$ cat src/rtl/mem_region_router_pkg.sv
// Shared types and defaults for the CPU-to-peripheral region router.
// FSM state encodings are fixed so the bus analyser decodes them consistently.
package mem_region_router_pkg;

  typedef enum logic [1:0] {
    ST_IDLE    = 2'd0,
    ST_ISSUE   = 2'd1,
    ST_WAIT    = 2'd2,
    ST_RELEASE = 2'd3
  } state_e;

  localparam int DEFAULT_ADDR_W    = 27;
  localparam int DEFAULT_DATA_W    = 32;
  localparam int DEFAULT_N_REGIONS = 8;
  localparam int DEFAULT_TIMEOUT   = 1023;

  // A zero timeout still needs a legal one-bit counter.
  function automatic int cnt_width(input int timeout);
    return (timeout > 0) ? $clog2(timeout + 1) : 1;
  endfunction

endpackage

$ cat src/rtl/mem_region_router_if.sv
// CPU-side request/reply bus of the region router.
// The CPU drives the master modport; the router consumes the slave modport.
interface mem_region_router_if
  import mem_region_router_pkg::*;
#(
  parameter int ADDR_W = DEFAULT_ADDR_W,
  parameter int DATA_W = DEFAULT_DATA_W
);
  logic [ADDR_W-1:0] address;
  logic [DATA_W-1:0] data;
  logic              we;
  logic              start;
  logic              busy;
  logic [DATA_W-1:0] q;
  logic              err;

  modport master (output address, data, we, start, input busy, q, err);
  modport slave  (input address, data, we, start, output busy, q, err);
endinterface

$ cat src/rtl/mem_region_router_addr_region_decoder.sv
// Combinational address decode: one-hot region hit, miss flag and region-relative offset.
// Overlapping regions resolve to the lowest index.
module addr_region_decoder
  import mem_region_router_pkg::*;
#(
  parameter int ADDR_W    = DEFAULT_ADDR_W,
  parameter int N_REGIONS = DEFAULT_N_REGIONS,
  parameter logic [N_REGIONS*ADDR_W-1:0] REGION_BASE = '0,
  parameter logic [N_REGIONS*ADDR_W-1:0] REGION_END  = '0
) (
  input  logic [ADDR_W-1:0]    address,
  output logic [N_REGIONS-1:0] hit,
  output logic                 miss,
  output logic [ADDR_W-1:0]    offset
);
  logic [N_REGIONS-1:0] raw_hit;
  logic [ADDR_W-1:0]    base_arr [N_REGIONS];
  logic                 found;

  generate
    for (genvar gi = 0; gi < N_REGIONS; gi++) begin : g_region
      assign base_arr[gi] = REGION_BASE[gi*ADDR_W +: ADDR_W];
      assign raw_hit[gi]  = (address >= REGION_BASE[gi*ADDR_W +: ADDR_W]) &&
                            (address <  REGION_END[gi*ADDR_W +: ADDR_W]);
    end
  endgenerate

  always_comb begin
    hit    = '0;
    offset = '0;
    found  = 1'b0;
    for (int i = 0; i < N_REGIONS; i++) begin
      if (raw_hit[i] && !found) begin
        hit[i] = 1'b1;
        offset = address - base_arr[i];
        found  = 1'b1;
      end
    end
  end

  assign miss = ~|raw_hit;

endmodule

$ cat src/rtl/mem_region_router.sv
// Routes one CPU request at a time to the decoded slave region, waits for its ack
// (or a timeout) and returns read data plus an error flag.
module mem_region_router
  import mem_region_router_pkg::*;
#(
  parameter int ADDR_W    = DEFAULT_ADDR_W,
  parameter int DATA_W    = DEFAULT_DATA_W,
  parameter int N_REGIONS = DEFAULT_N_REGIONS,
  parameter logic [N_REGIONS*ADDR_W-1:0] REGION_BASE = '0,
  parameter logic [N_REGIONS*ADDR_W-1:0] REGION_END  = '0,
  parameter int TIMEOUT   = DEFAULT_TIMEOUT
) (
  input  logic                        clk,
  input  logic                        reset,
  mem_region_router_if.slave          cpu,
  output logic [N_REGIONS-1:0]        s_sel,
  output logic [ADDR_W-1:0]           s_addr,
  output logic [DATA_W-1:0]           s_d,
  output logic                        s_we,
  output logic [N_REGIONS-1:0]        s_start,
  input  logic [N_REGIONS-1:0]        s_ack,
  input  logic [N_REGIONS*DATA_W-1:0] s_q
);
  localparam int CNT_W = cnt_width(TIMEOUT);
  localparam logic [CNT_W-1:0] TIMEOUT_C = CNT_W'(TIMEOUT);

  state_e               state_q, state_d;
  logic                 armed_q, armed_d;
  logic                 busy_q, busy_d;
  logic                 err_q, err_d;
  logic                 we_q, we_d;
  logic [DATA_W-1:0]    q_q, q_d;
  logic [DATA_W-1:0]    s_d_q, s_d_d;
  logic [ADDR_W-1:0]    s_addr_q, s_addr_d;
  logic [N_REGIONS-1:0] sel_q, sel_d;
  logic [N_REGIONS-1:0] s_start_q, s_start_d;
  logic [CNT_W-1:0]     count_q, count_d;

  logic [N_REGIONS-1:0] dec_hit;
  logic                 dec_miss;
  logic [ADDR_W-1:0]    dec_offset;
  logic [DATA_W-1:0]    rd_masked [N_REGIONS];
  logic [DATA_W-1:0]    rd_data;
  logic                 ack_sel;
  logic [CNT_W-1:0]     count_inc;

  addr_region_decoder #(
    .ADDR_W      (ADDR_W),
    .N_REGIONS   (N_REGIONS),
    .REGION_BASE (REGION_BASE),
    .REGION_END  (REGION_END)
  ) u_decoder (
    .address (cpu.address),
    .hit     (dec_hit),
    .miss    (dec_miss),
    .offset  (dec_offset)
  );

  generate
    for (genvar gi = 0; gi < N_REGIONS; gi++) begin : g_rdmux
      assign rd_masked[gi] = sel_q[gi] ? s_q[gi*DATA_W +: DATA_W] : '0;
    end
  endgenerate

  always_comb begin
    rd_data = '0;
    for (int i = 0; i < N_REGIONS; i++) begin
      rd_data = rd_data | rd_masked[i];
    end
  end

  // Only the selected region's ack counts; the counter saturates instead of wrapping.
  assign ack_sel   = |(s_ack & sel_q);
  assign count_inc = (count_q == {CNT_W{1'b1}}) ? count_q : count_q + 1'b1;

  always_comb begin
    state_d   = state_q;
    armed_d   = armed_q;
    busy_d    = busy_q;
    err_d     = err_q;
    we_d      = we_q;
    q_d       = q_q;
    s_d_d     = s_d_q;
    s_addr_d  = s_addr_q;
    sel_d     = sel_q;
    s_start_d = '0;
    count_d   = count_q;
    case (state_q)
      ST_IDLE: begin
        if (!cpu.start) begin
          armed_d = 1'b1;
        end else if (armed_q) begin
          armed_d = 1'b0;
          if (!dec_miss) begin
            sel_d     = dec_hit;
            s_addr_d  = dec_offset;
            s_d_d     = cpu.data;
            we_d      = cpu.we;
            s_start_d = dec_hit;
            busy_d    = 1'b1;
            err_d     = 1'b0;
            count_d   = '0;
            state_d   = ST_ISSUE;
          end else begin
            q_d     = '0;
            err_d   = 1'b1;
            state_d = ST_RELEASE;
          end
        end
      end
      ST_ISSUE, ST_WAIT: begin
        if (ack_sel) begin
          busy_d  = 1'b0;
          q_d     = we_q ? '0 : rd_data;
          err_d   = 1'b0;
          sel_d   = '0;
          state_d = ST_RELEASE;
        end else if (state_q == ST_WAIT && TIMEOUT != 0 && count_q == TIMEOUT_C) begin
          busy_d  = 1'b0;
          q_d     = '0;
          err_d   = 1'b1;
          sel_d   = '0;
          state_d = ST_RELEASE;
        end else begin
          count_d = count_inc;
          state_d = ST_WAIT;
        end
      end
      ST_RELEASE: begin
        armed_d = 1'b0;
        if (!cpu.start) begin
          armed_d = 1'b1;
          state_d = ST_IDLE;
        end
      end
      default: state_d = ST_IDLE;
    endcase
  end

  always_ff @(posedge clk) begin
    if (reset) begin
      state_q   <= ST_IDLE;
      armed_q   <= 1'b1;
      busy_q    <= 1'b0;
      err_q     <= 1'b0;
      we_q      <= 1'b0;
      q_q       <= '0;
      s_d_q     <= '0;
      s_addr_q  <= '0;
      sel_q     <= '0;
      s_start_q <= '0;
      count_q   <= '0;
    end else begin
      state_q   <= state_d;
      armed_q   <= armed_d;
      busy_q    <= busy_d;
      err_q     <= err_d;
      we_q      <= we_d;
      q_q       <= q_d;
      s_d_q     <= s_d_d;
      s_addr_q  <= s_addr_d;
      sel_q     <= sel_d;
      s_start_q <= s_start_d;
      count_q   <= count_d;
    end
  end

  assign cpu.busy = busy_q;
  assign cpu.q    = q_q;
  assign cpu.err  = err_q;
  assign s_sel    = sel_q;
  assign s_addr   = s_addr_q;
  assign s_d      = s_d_q;
  assign s_we     = we_q & (|sel_q);
  assign s_start  = s_start_q;

endmodule

$ cat src/flat_wrapper.sv
// flat-port wrapper written by rule: the top's interface ports become plain ports
module mem_region_router_flat import mem_region_router_pkg::*;
#(
  parameter int ADDR_W    = DEFAULT_ADDR_W,
  parameter int DATA_W    = DEFAULT_DATA_W,
  parameter int N_REGIONS = DEFAULT_N_REGIONS,
  parameter logic [N_REGIONS*ADDR_W-1:0] REGION_BASE = '0,
  parameter logic [N_REGIONS*ADDR_W-1:0] REGION_END  = '0,
  parameter int TIMEOUT   = DEFAULT_TIMEOUT
)
  (clk, reset, s_sel, s_addr, s_d, s_we, s_start, s_ack, s_q, cpu_address, cpu_data, cpu_we, cpu_start, cpu_busy, cpu_q, cpu_err);
  mem_region_router_if #(.ADDR_W(ADDR_W), .DATA_W(DATA_W)) cpu_i ();
  input  logic clk;
  input  logic reset;
  output logic [N_REGIONS-1:0] s_sel;
  output logic [ADDR_W-1:0] s_addr;
  output logic [DATA_W-1:0] s_d;
  output logic s_we;
  output logic [N_REGIONS-1:0] s_start;
  input  logic [N_REGIONS-1:0] s_ack;
  input  logic [N_REGIONS*DATA_W-1:0] s_q;
  input wire logic [$bits(cpu_i.address)-1:0] cpu_address;
  input wire logic [$bits(cpu_i.data)-1:0] cpu_data;
  input wire logic [$bits(cpu_i.we)-1:0] cpu_we;
  input wire logic [$bits(cpu_i.start)-1:0] cpu_start;
  output wire logic [$bits(cpu_i.busy)-1:0] cpu_busy;
  output wire logic [$bits(cpu_i.q)-1:0] cpu_q;
  output wire logic [$bits(cpu_i.err)-1:0] cpu_err;
  assign cpu_i.address = cpu_address;
  assign cpu_i.data = cpu_data;
  assign cpu_i.we = cpu_we;
  assign cpu_i.start = cpu_start;
  assign cpu_busy = cpu_i.busy;
  assign cpu_q = cpu_i.q;
  assign cpu_err = cpu_i.err;
  mem_region_router #(.ADDR_W(ADDR_W), .DATA_W(DATA_W), .N_REGIONS(N_REGIONS), .REGION_BASE(REGION_BASE), .REGION_END(REGION_END), .TIMEOUT(TIMEOUT)) u_core (.clk(clk), .reset(reset), .cpu(cpu_i), .s_sel(s_sel), .s_addr(s_addr), .s_d(s_d), .s_we(s_we), .s_start(s_start), .s_ack(s_ack), .s_q(s_q));
endmodule
$ cat config.mk
export PLATFORM = sky130hd
export DESIGN_NAME = mem_region_router_flat
export DESIGN_NICKNAME = d
export VERILOG_FILES = /design/src/rtl/mem_region_router_pkg.sv /design/src/rtl/mem_region_router_if.sv /design/src/rtl/mem_region_router_addr_region_decoder.sv /design/src/rtl/mem_region_router.sv /design/src/flat_wrapper.sv
export SDC_FILE = /design/constraint.sdc
export NUM_CORES = 1
export LEC_CHECK = 0
export CAP_MARGIN = 20
export CORE_AREA = 2 2 168 170
export CTS_BUF_LIST = sky130_fd_sc_hd__clkbuf_8
export DETAILED_ROUTE_END_ITERATION = 10
export DIE_AREA = 0 0 170 172
export GPL_ROUTABILITY_DRIVEN = 0
export PLACE_DENSITY_LB_ADDON = 0.1
export SYNTH_ARGS = -nofsm -noshare
export SYNTH_HDL_FRONTEND = slang
export SYNTH_SLANG_ARGS = --single-unit
$ cat constraint.sdc
create_clock -name clk -period 2.1 [get_ports clk]
set_input_delay 0.42 -clock clk [delete_from_list [all_inputs] [get_ports clk]]
set_output_delay 0.42 -clock clk [all_outputs]
set_load 0.01 [all_outputs]
Run 1, clock routing:
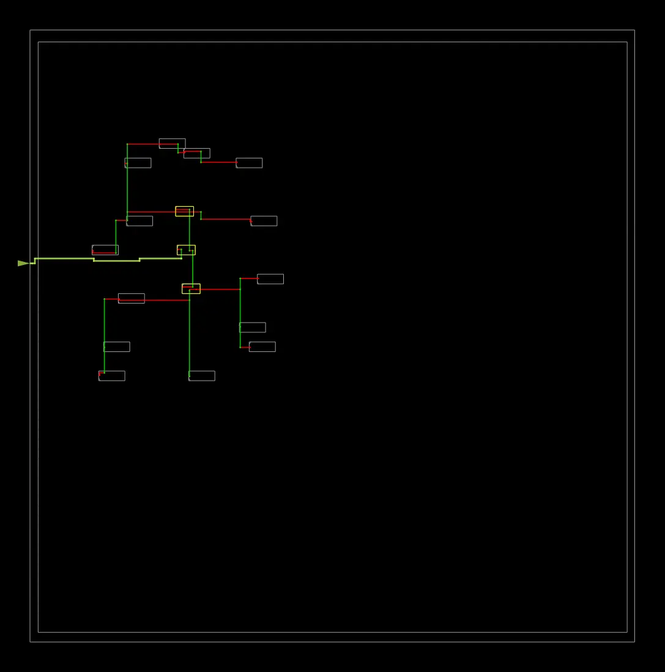
clock buffer count from CTS: 3
CTS sink cnt: 14
layout clock buffer count: 3

Run 1, local utilization:
The bar under the picture is 50 µm long. The die is cut into 17 by 17 equal tiles; white is low, dark blue is high, 0 to 100% covered.
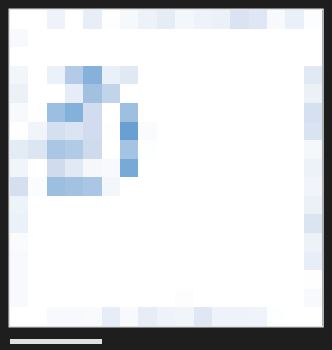
fullest tile = 55%
densest ninth of the die = west
nearly empty tiles = 72%
emptiest ninth of the die = south-west
mean over tiles = 4.2%

Run 1, port wiring:
The bar under the picture is 50 µm long.
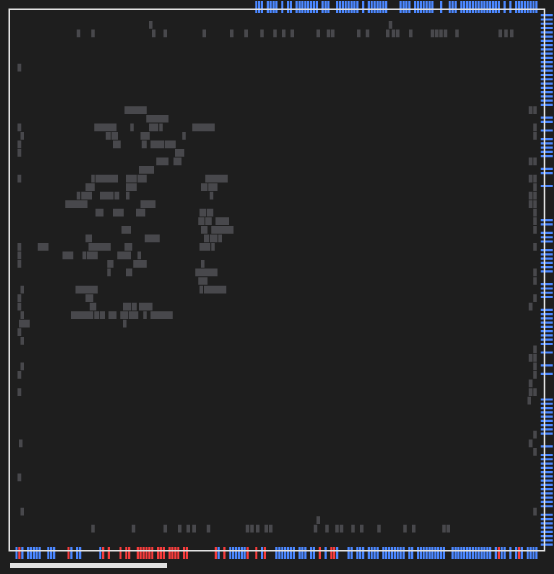
red -> `cpu_data`  # bits 32, direction input, end cells 0, buffers 0
blue -> `s_q`  # bits 256, direction input, end cells 0, buffers 0
I/O pin count: 437
IO Port Bufs: 3

==> job_summary.md, run 1 <==
### Yosys + OpenROAD results

| Metric | Value |
|---|---|
| Status | finished clean |
| Worst r2r src | u_core.state_q[1] |
| Logic inverters | 5 |
| Final Cell Area | around 1700 µm² |
| Clk pwr | 0.229 mW |
| Initial antenna violation count | 0 |
| Register area | roughly 280 µm² |
| Flop share of the area | approximately 17% |
| Seq. pwr | between 0.3 and 0.4 mW |
| FFs w/ async S/R, synth | 0% |
| Non-clock buffers | 4 |
| Logic share of the area | 51.42% |
| Worst R2R End | u_core.count_q[5] |
| Post-route insts no fill | ~540 |
| Met2 GRT Util | 2.591% |
| Post-cts sizing count | 0 |
| Pre-antenna DRT Iters | 4 |
| Metal1 wirelength | approximately 930 µm |
| CTS clk-pin slew, worst paths | about 0.06 ns |
| Per-cell routed wire length | between 4 and 5 µm |
| # Cells Yosys | between 150 and 200 |
| Vias per cell | between 1.5 and 2 |
| Yosys top cell by instances | buf_4 |
Run 1, met1 routing:
Supply wires on this layer in grey.
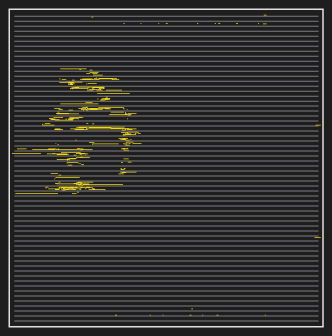

--- run 2 (diff from run 1) ---
Clock period 2.1 ns to 1.6 ns, I/O delays scaled along.
Run 2, met1 routing:
Supply wires on this layer in grey.
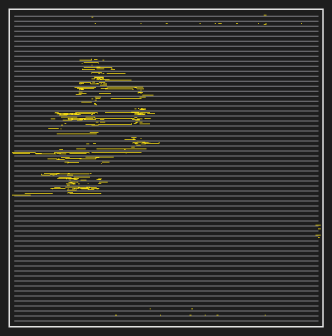
main direction = horizontal
nets with wire on the layer = 123

==> run 2 against run 1 <==
Compared with the run above:
- power grew 58%
- hold slack better by 0.0039 ns
- clock-buffer cell count increased by 1
- synthesized cell count unchanged
==> job_summary.md, run 2 <==
### Yosys + OpenROAD results

| Metric | Value |
|---|---|
| Final worst slack | 0.1258 ns |
| Die Y | between 150 and 200 µm |
| Metal1 wirelength | 1.017 mm (+9.0%) |
| CTS sink cnt | 14 (unchanged) |
| Hold Worst Slack | about 0.5 ns |
| Post-cts sizing count | 1 (+1) |
| Non-clock buffers | 17 (+13) |
| Vias per cell | 1.655 (+3.9%) |
| Post-Place Cells | about 550 |
| Latency at later pin | 0.25 ns |
| Post-route insts no fill | 556 (+2.6%) |
| Register area | 281.5 µm² (+0.45%) |
| Logic share of the area | 48.68% (-2.7 points) |
| Flop count | 14 |
| Seq. pwr | 0.437 mW (+28%) |
| Initial antenna violation count | 0 (unchanged) |
| Crit-path max cell delay | about 0.32 ns |
| CORE AREA | around 27000 µm² |
| # Cells Yosys | 191 (unchanged) |
| Yosys Chip Area | 1578 µm² |
| Final core utilization | under 10% |
| Layout clock buffer count | 4 (+1) |
| Flop share of the area | 15.65% (-1.1 points) |
| Hold path startpoint | u_core.cpu.err |
| Final Cell Area | 1799 µm² (+7.8%) |
| I/O pin count | 437 (unchanged) |
| Area of the mapped netlist | approximately 1600 µm² |
| Logic inverters | 5 (unchanged) |
| Worst r2r src | u_core.state_q[0] |
| Die footprint | roughly 30000 µm² |
| Total power | around 1.5 mW |
| Per-cell routed wire length | 4.478 µm (+1.6%) |
| Top reg by flops | u_core.count_q |
| FFs w/ async S/R, synth | 0% (unchanged) |
| Status | finished clean |
| Final antenna diode count | 0 |
| Met3 wire len | between 200 and 250 µm |
| Worst R2R End | u_core.count_q[5] |
Power is estimated from default activity; no workload was simulated.
